congestion_map.png
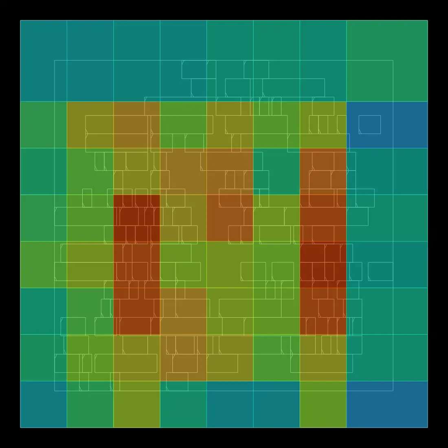
sizing.png
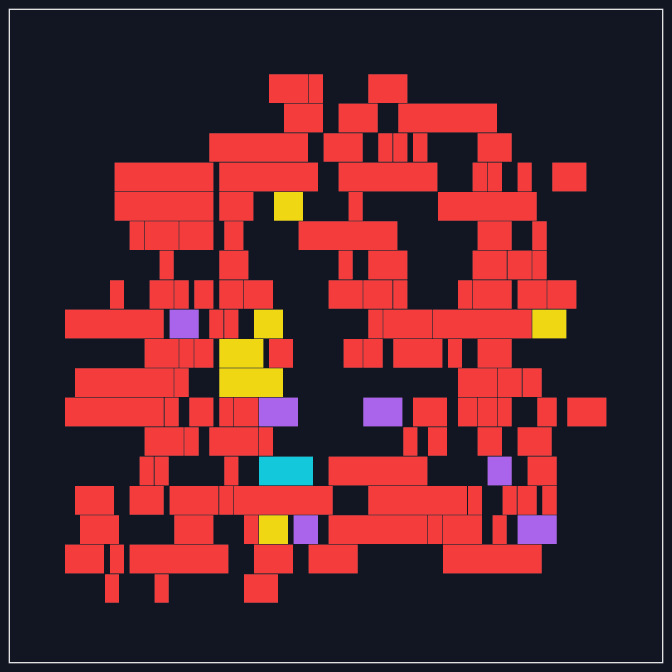
### src/rtl/door_timeout_timer.sv
// Multi-door open-timeout timer: per-door saturating open-cycle counters with level, pulse and
// aggregate timeout outputs. Define TIMEOUT_WARN_EN to add the pre-timeout aviso output.
module door_timeout_timer #(
  parameter int unsigned N_PUERTAS   = 2,
  parameter int unsigned CICLOS      = 100,
  parameter int unsigned ANCHO       = 8
`ifdef TIMEOUT_WARN_EN
  ,
  parameter int unsigned WARN_CICLOS = 10
`endif
) (
  input  logic                   clk,
  input  logic                   reset,
  input  logic [2*N_PUERTAS-1:0] estado,
  input  logic [N_PUERTAS-1:0]   obstruccion,
  output logic [N_PUERTAS-1:0]   timeout,
  output logic [N_PUERTAS-1:0]   timeout_pulso,
  output logic                   timeout_any
`ifdef TIMEOUT_WARN_EN
  ,
  output logic [N_PUERTAS-1:0]   aviso
`endif
);

  localparam logic [ANCHO-1:0] CntMax = ANCHO'(CICLOS);
  localparam logic [1:0]       StOpen = 2'b01;

  logic [ANCHO-1:0]     cnt_q [N_PUERTAS];
  logic [ANCHO-1:0]     cnt_d [N_PUERTAS];
  logic [N_PUERTAS-1:0] pulso_q;

  always_comb begin
    for (int i = 0; i < int'(N_PUERTAS); i++) begin
      cnt_d[i] = cnt_q[i];
      if (estado[2*i +: 2] != StOpen || obstruccion[i]) begin
        cnt_d[i] = '0;
      end else if (cnt_q[i] < CntMax) begin
        cnt_d[i] = cnt_q[i] + 1'b1;
      end
    end
  end

  always_ff @(posedge clk or posedge reset) begin
    if (reset) begin
      for (int i = 0; i < int'(N_PUERTAS); i++) begin
        cnt_q[i] <= '0;
      end
      pulso_q <= '0;
    end else begin
      for (int i = 0; i < int'(N_PUERTAS); i++) begin
        cnt_q[i]   <= cnt_d[i];
        // Only the CICLOS-1 -> CICLOS step fires; holding at saturation does not.
        pulso_q[i] <= (cnt_d[i] == CntMax) && (cnt_q[i] != CntMax);
      end
    end
  end

  always_comb begin
    for (int i = 0; i < int'(N_PUERTAS); i++) begin
      timeout[i] = (cnt_q[i] == CntMax);
    end
  end

  assign timeout_pulso = pulso_q;
  assign timeout_any   = |timeout;

`ifdef TIMEOUT_WARN_EN
  localparam logic [ANCHO-1:0] CntWarn = ANCHO'(CICLOS - WARN_CICLOS);

  always_comb begin
    for (int i = 0; i < int'(N_PUERTAS); i++) begin
      aviso[i] = (cnt_q[i] >= CntWarn) && (cnt_q[i] < CntMax);
    end
  end
`endif

endmodule

### config.mk
export PLATFORM = sky130hd
export DESIGN_NAME = door_timeout_timer
export DESIGN_NICKNAME = d
export VERILOG_FILES = /design/src/rtl/door_timeout_timer.sv
export SDC_FILE = /design/constraint.sdc
export NUM_CORES = 1
export LEC_CHECK = 0
export CORE_MARGIN = 5
export CORE_UTILIZATION = 42
export DETAILED_ROUTE_END_ITERATION = 10
export SETUP_SLACK_MARGIN = 0.1
export SYNTH_ARGS = -nofsm -noshare
export SYNTH_HDL_FRONTEND = slang
export SYNTH_SLANG_ARGS = --single-unit
export TNS_END_PERCENT = 100
### constraint.sdc
create_clock -name clk -period 2.7 [get_ports clk]
set_input_delay 0.54 -clock clk [delete_from_list [all_inputs] [get_ports clk]]
set_output_delay 0.54 -clock clk [all_outputs]
set_load 0.02 [all_outputs]
==> flow_metrics.tcl <==
# yosys + openroad results
set metrics [dict create \
    run_status "completed" \
    grt_pass1_vias 901 \
    ys_cells 118 \
    crit_chain "inv_1 > ha_1 > inv_1 > nor3_2 > clkdlybuf4s50_1" \
    switching_power_uw 96.35 \
    design.final.nets 146 \
    die_w_um 60.32 \
    fin_crit_sh 0.9124 \
    cts_buffers 3 \
    endpoint "timeout[1]" \
    synth-xor-area-share 0.06588 \
    antenna_cells 0 \
    swShare 0.2081 \
    yosysMostFrequentCell "nor2_1" \
    crit_start "cnt_q[0]$_DFF_PP0_" \
    p_clk_frac 0.349 \
    path_depth 5 \
    grt_pass1_wl_mm 3.712 \
    grt_max_degree 19 \
    slew_violations 0 \
    vias_per_cell 5.380 \
    setup_tns_ns 0 \
    comb_area_um2 586.8 \
    num_io_pins 13 \
    dp_slack_ns 0.3466 \
    powerSeq_uw 273 \
    wl_met3_um 53 \
    regArea_um2 450.4 \
    synth_top_cell_by_area "dfrtp_1" \
    fmax_mhz 405.9 \
    crit_arrival_ns 1.92 \
    critPathRequiredTime_ns 2.16 \
    portBuffers 12 \
    wl_met2_mm 1.137 \
    cp_top_family "buffers and inverters" \
    grt_overflow 0 \
    crit_type "flip-flop to output port" \
    ys_warn_count 0 \
    warnings 28 \
    holdBufCountCts 0 \
    wl_met1_um 889 \
    ys.flop_type "dfrtp_1" \
    ys_ff 18 \
    worstRegToRegCells 6 \
    fa_ha_area_frac 0.04706 \
    dp_hpwl_mm 1.613 \
    power.leakage_nw 0.5306 \
    dieArea_um2 3639 \
    r2r_slack_ns 0.73 \
    timing.rr.start "cnt_q[8]$_DFF_PP0_" \
    max-slew-margin-rel 0.5257 \
    drv_cap 0 \
    p_comb_uw 28.2 \
    bufAreaShareNonClock 0.09703 \
    skew_ns 0.003243 \
    syn_inst 118 \
    worstHoldStart "cnt_q[6]$_DFF_PP0_" \
    cts.sinks 18 \
    startpoint_type "flip-flop" \
    core_area_um2 2455 \
    sh_seq_area 0.3564 \
    hold_viol_final 0 \
    inverters 8 \
    setup_viol 0 \
    critPathSlowestCell "clkdlybuf4s50_1" \
    drcViolationCount 0 \
    muxShareOfSynthArea 0.02824 \
    clk_share 0.02871 \
    synth_chip_area_um2 1064 \
    drtPass1Iterations 4 \
    synthTopLogicFamily "simple AND/OR/NAND/NOR gates" \
    mostFrequentLayoutCells "nor2_1, dfrtp_1, clkdlybuf4s50_1, nand2_1, inv_1" \
    netlist_area_um2 1064 \
    fillers 233 \
    seq_cells 18 \
    rsz0062_at_grt "no" \
    yosys-top-cells-area "dfrtp_1, nor2_1, xnor2_1" \
    edf_count 0 \
    fp-utilization 0.4332 \
    p_seq_frac 0.590 \
    simple_gate_share 0.3153 \
    critPathCaptureType "output port" \
    syn_area_per_cell_um2 9.013 \
    combPwrFrac 0.061 \
    ir_drop_mv 0.2417 \
    antenna_left 0 \
    clock_path_buffers 2 \
    fp-row-count 18 \
    dr_total_vias 877 \
    cp.buffers_inverters 3 \
    yosysSeqAreaShare 0.4235 \
    power_leader "registers" \
    clk_pin_slew_ns 0.10 \
    wl_mm 2.125 \
    layout.cells.most_common "nor2_1" \
    path_common_cell "inv_1" \
    busiest_layer "met2" \
    gp_congestion 0.8896 \
    internal_power_uw 366.6 \
    hold_path.class "flip-flop to flip-flop" \
    post_cts_buffers 0 \
    cp_slowest_stage_delay_ns 0.65 \
    p_per_area_nw_per_um2 366.3 \
    cts_tree "done" \
    routed.top_layer "met4" \
    chipHeight_um 60.32 \
    root_buffer "clkbuf_4" \
    synthArstFlopShare 1.000 \
    hold_end "cnt_q[6]$_DFF_PP0_" \
    insertion_delay_ns 0.29 \
    synthAoiAreaFrac 0.08706 \
    hold_depth 2 \
    largest_class "multi-input combinational cells" \
    powerClk_uw 162 \
    drt_iter0_markers 49 \
    tapcell.inserted 30 \
    htreeDepth 1 \
    grt_use_met3 0.01944 \
    tightest_slew_ns 0.7107 \
    grtUsageMet2 0.2562 \
    top_cell_area_share 0.4235 \
    period_minus_slack_ns 2.464 \
    synth.net_count 130 \
    rr_endpoint "timeout_pulso[0]$_DFF_PP0_" \
    ys_top_cells_by_count "nor2_1, dfrtp_1, nand2_1, inv_1" \
    antenna_found_initial 0 \
    comb_cells 91 \
    power_uw 463.0 \
    ys_types 38 \
    comb_area_share 0.4644 \
    path_max_fanout 5 \
    n_clock_buffer 4 \
    drive_gt1_frac 0.09774 \
]
About congestion_map.png:
fin util: 0.5148
GRT met1 Usage: 0.1463
DR WL/cell: 13.04 um
GRT Util Overall: 0.1374

About sizing.png:
Red is x1 and smaller, cells 120, most used nor2_1. Cyan is x6 and larger, cells 1, most used clkbuf_8. Purple is x2, cells 6, most used nor3_2. Yellow is x3 and x4, cells 6, most used clkbuf_4.
Plain + repair buffers: 12
PnR worst setup slack: 0.2365 ns
fin area: 1264 um^2
Area growth, synth to finish: 18.82%

==> through the flow <==
| step | util | std cells | area (um^2) | hold slack, ns |
|---|---|---|---|---|
| 2_1_floorplan | - | 118 | 1064 | 0.4786 |
| 3_3_place_gp | 0.4954 | 159 | 1216 | 0.5329 |
| 3_5_place_dp | 0.4954 | 159 | 1216 | 0.5575 |
| 4_1_cts | 0.5127 | 163 | 1259 | 0.5788 |
| 5_1_grt | 0.5148 | 163 | 1264 | 0.6153 |
| 6_report | 0.5148 | 163 | 1264 | 0.5669 |
==> state kept, by name, summed over array words and instances, names as in the netlist <==
name / cells
cnt_q: 16
timeout_pulso: 2
==> repair_timing <==
action / CTS / global route
resized: 2 / 2
hold endpoints to repair: 0 / 0
pin swaps: 0 / 0
setup endpoints to repair: 2 / 1
